### src/rtl/adc_chan_deinterleave.sv
// ADC channel de-interleaver.
// Splits a time-multiplexed ADC sample bus carrying NUM_CHAN interleaved channels into one
// frame-aligned parallel word. Channel 0 of each frame is marked by sync_i.
//
// Ports:
//   clk_i        ADC sample clock
//   rst_n_i      asynchronous active-low reset
//   ce_i         sample valid; the bus is ignored when low
//   data_i       interleaved sample
//   sync_i       high with the channel-0 sample of a frame (qualified by ce_i)
//   clr_err_i    clears sync_err_o (a coincident new error wins)
//   data_o       last complete frame; channel k at [k*DATA_WIDTH +: DATA_WIDTH]
//   valid_o      one-cycle strobe, data_o holds a new frame
//   sync_err_o   sticky misplaced-sync flag
//   frame_cnt_o  completed frames since reset, wraps
module adc_chan_deinterleave #(
  parameter int unsigned DATA_WIDTH    = 12,
  parameter int unsigned NUM_CHAN      = 2,
  parameter int unsigned OFFSET_BINARY = 0,
  parameter int unsigned CNT_WIDTH     = 16
) (
  input  logic                           clk_i,
  input  logic                           rst_n_i,
  input  logic                           ce_i,
  input  logic [DATA_WIDTH-1:0]          data_i,
  input  logic                           sync_i,
  input  logic                           clr_err_i,
  output logic [NUM_CHAN*DATA_WIDTH-1:0] data_o,
  output logic                           valid_o,
  output logic                           sync_err_o,
  output logic [CNT_WIDTH-1:0]           frame_cnt_o
);

  localparam int unsigned IdxW = (NUM_CHAN > 1) ? $clog2(NUM_CHAN) : 1;
  localparam logic [IdxW-1:0] LastIdx = IdxW'(NUM_CHAN - 1);

  typedef enum logic {StHunt, StLocked} state_e;

  state_e                                 state_q, state_d;
  logic [IdxW-1:0]                        idx_q, idx_d;
  logic [NUM_CHAN-1:0][DATA_WIDTH-1:0]    buf_q, buf_d;
  logic [NUM_CHAN*DATA_WIDTH-1:0]         data_q, data_d;
  logic                                   valid_q, valid_d;
  logic                                   err_q, err_d;
  logic [CNT_WIDTH-1:0]                   cnt_q, cnt_d;

  logic [DATA_WIDTH-1:0] samp;
  logic [IdxW-1:0]       slot;
  logic                  store;
  logic                  err_set;

  always_comb begin
    samp = data_i;
    if (OFFSET_BINARY != 0) begin
      samp[DATA_WIDTH-1] = ~data_i[DATA_WIDTH-1];
    end

    state_d = state_q;
    idx_d   = idx_q;
    buf_d   = buf_q;
    data_d  = data_q;
    valid_d = 1'b0;
    cnt_d   = cnt_q;
    slot    = idx_q;
    store   = 1'b0;
    err_set = 1'b0;

    if (ce_i) begin
      if (sync_i) begin
        // A sync always restarts the frame at channel 0; any partial frame is dropped.
        slot    = '0;
        store   = 1'b1;
        state_d = StLocked;
        if (state_q == StLocked && idx_q != '0) begin
          err_set = 1'b1;
        end
      end else if (state_q == StLocked) begin
        store = 1'b1;
      end
    end

    if (store) begin
      buf_d[slot] = samp;
      if (slot == LastIdx) begin
        data_d  = buf_d;
        valid_d = 1'b1;
        cnt_d   = cnt_q + CNT_WIDTH'(1);
        idx_d   = '0;
      end else begin
        idx_d = slot + IdxW'(1);
      end
    end

    if (err_set) begin
      err_d = 1'b1;
    end else if (clr_err_i) begin
      err_d = 1'b0;
    end else begin
      err_d = err_q;
    end
  end

  always_ff @(posedge clk_i or negedge rst_n_i) begin
    if (!rst_n_i) begin
      state_q <= StHunt;
      idx_q   <= '0;
      buf_q   <= '0;
      data_q  <= '0;
      valid_q <= 1'b0;
      err_q   <= 1'b0;
      cnt_q   <= '0;
    end else begin
      state_q <= state_d;
      idx_q   <= idx_d;
      buf_q   <= buf_d;
      data_q  <= data_d;
      valid_q <= valid_d;
      err_q   <= err_d;
      cnt_q   <= cnt_d;
    end
  end

  assign data_o      = data_q;
  assign valid_o     = valid_q;
  assign sync_err_o  = err_q;
  assign frame_cnt_o = cnt_q;

endmodule

### config.mk
export PLATFORM = sky130hd
export DESIGN_NAME = adc_chan_deinterleave
export DESIGN_NICKNAME = d
export VERILOG_FILES = /design/src/rtl/adc_chan_deinterleave.sv
export SDC_FILE = /design/constraint.sdc
export NUM_CORES = 1
export LEC_CHECK = 0
export ABC_AREA = 1
export CAP_MARGIN = 20
export CELL_PAD_IN_SITES_DETAIL_PLACEMENT = 0
export CELL_PAD_IN_SITES_GLOBAL_PLACEMENT = 1
export CORE_UTILIZATION = 30
export CTS_CLUSTER_DIAMETER = 120
export DETAILED_ROUTE_END_ITERATION = 8
export PLACE_DENSITY_LB_ADDON = 0.1
export SYNTH_ARGS = -nofsm -noshare
export SYNTH_HDL_FRONTEND = slang
export SYNTH_SLANG_ARGS = --single-unit
### constraint.sdc
create_clock -name clk_i -period 1.2 [get_ports clk_i]
set_input_delay 0.18 -clock clk_i [delete_from_list [all_inputs] [get_ports clk_i]]
set_output_delay 0.18 -clock clk_i [all_outputs]
set_load 0.02 [all_outputs]
Figure 1. The metal 3 layer.
Scale bar: 20 um.
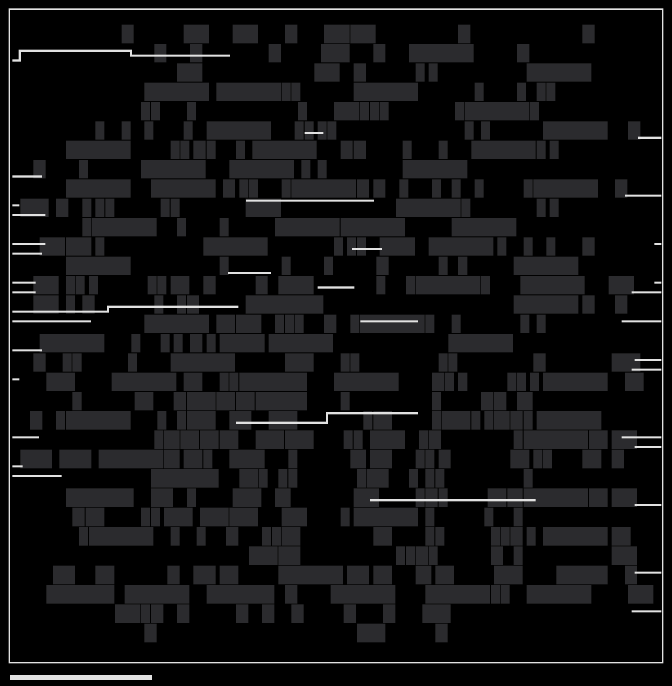
The layer carries 252 um of wire. The layer holds 4.4% of the routed length.

Figure 2. Track usage over the die.
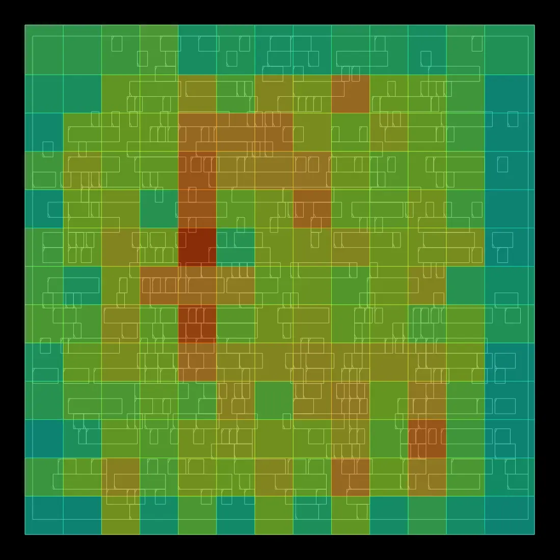
overall routing resource usage: 14.5%
drt wl/cell: 12.2 um
M2 GR Usage: 21.6%
grt met1 use: 20.9%

Figure 3. Metal 1.
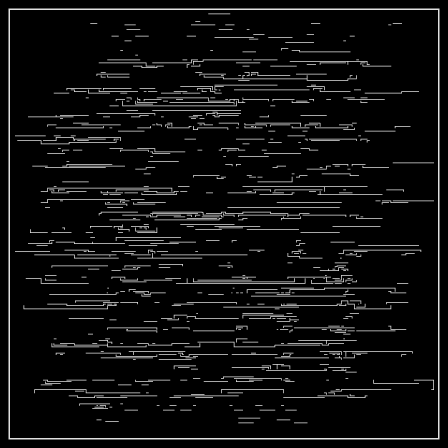
The longest straight run is 27.6 um. The layer carries 2910 um of wire.

Figure 4. Metal 2.
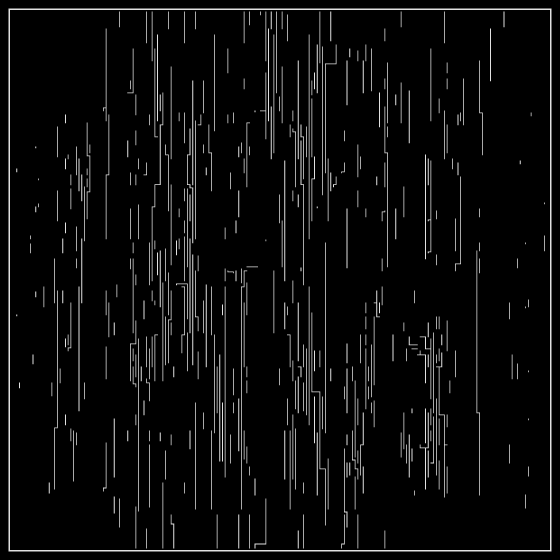
291 nets have wire on it. The layer carries 2560 um of wire. The wires run mostly vertical. The layer holds 44% of the routed length. The longest straight run is 37.7 um.

==> reports/qor.yml <==
worst_hold_path:
  hp-class: "input pin to flip-flop"
  hold_depth: 3
  min_from: "sync_i"
  whs_endpoint: "state_q$_DFFE_PN0P_"
logic_synthesis:
  ys_sh_aoi_pct: 1.45
  synth-cells-yosys: 283
  synthCells: 283
  yosysSeqAreaShare_pct: 58.0
  ys.flops: 56
  largest_area_cell: "dfrtp_1"
  simple_gate_share_pct: 31.7
  syn_avg_cell_area_um2: 8.54
  mux_area_share_pct: 0
  netlist-cell-type-count: 20
  yosysMostFrequentCell: "nand2_1"
  logic_family: "simple AND/OR/NAND/NOR gates"
  ys_area_um2: 2420
  async_flop_share_pct: 100
sta:
  period_needed_ps: 1240
  finalWorstSetupSlack_ps: -38.8
  tns_ps: -121
  fmax_ghz: 0.807
  rsz0062_at_grt: "yes"
  setup_viol: 5
  hold_ws_ps: 200
routing:
  first_pass_iters: 4
  m1WireLength_um: 2910
  ant_nets: 0
  drc: 0
  vias: 2023
  wl_met2_um: 2560
floorplan:
  die_x_um: 91.8
  initial_utilization_pct: 31.1
cells_and_area:
  final_area_um2: 3370
  num-fill-cells: 813
  syn_to_final_growth_pct: 39.6
  comb_share_pct: 28.4
  largest_reg_flops: 24
  seq-cell-share_pct: 41.7
  regArea_um2: 1410
  final_util_pct: 43.4
  diodes: 0
  most-common-layout-cells: "133 x nand2_1, 51 x dfrtp_1, 24 x buf_4"
  final_layout_size_suffix_gt1_share_pct: 27.3
  stdcell_count: 472
critical_path:
  r2r_end: "frame_cnt_o[15]$_DFFE_PN0P_"
  crit_arrival_ps: 1460
  rrSetupSlack_ps: -40
  path_cells: "nand2_1, nor2_4, nand2_4, nor2_4, nand3_1, nand2_1, nand2_1"
  path_depth: 7
  crit_path_end: "frame_cnt_o[15]$_DFFE_PN0P_"
  crit_buf_inv: 0
  cp_slowest_cell: "dfrtp_2"
  required_ps: 1420
  critPathCaptureType: "flip-flop"
  crit_top_cell: "nand2_1"
outcome:
  status: "finished, violations left"
  failed_checks: "setup timing"
pwr:
  pwr-share-clk_pct: 23.3
  power_mw: 5.58
  powerDensity_nw_per_um2: 1650
  seqPwrFrac_pct: 46.0
  power.group.top: "registers"
  power.internal_mw: 3.61
  sw_frac_of_total_pct: 35.3
  clk-power_mw: 1.30
cts:
  cts.sink_count: 56
  cts_buffers: 5
  cts_tree: "built"
  clk_pin_slew_ps: 110
  cts.repair.resized: 118
  postCtsSetupRepairBufs: 2
global_route:
  grt_remaining_overflow: 0
  top_usage_layer: "met2"
  grt_max_degree: 57
  grt_pass1_wl_um: 9520
placement:
  io_buffer_count: 58
  place_inst: 454
  dp_slack_ps: -422
  placed_area_um2: 3250
job:
  warnings: 29
Power and IR drop assume default switching activity.
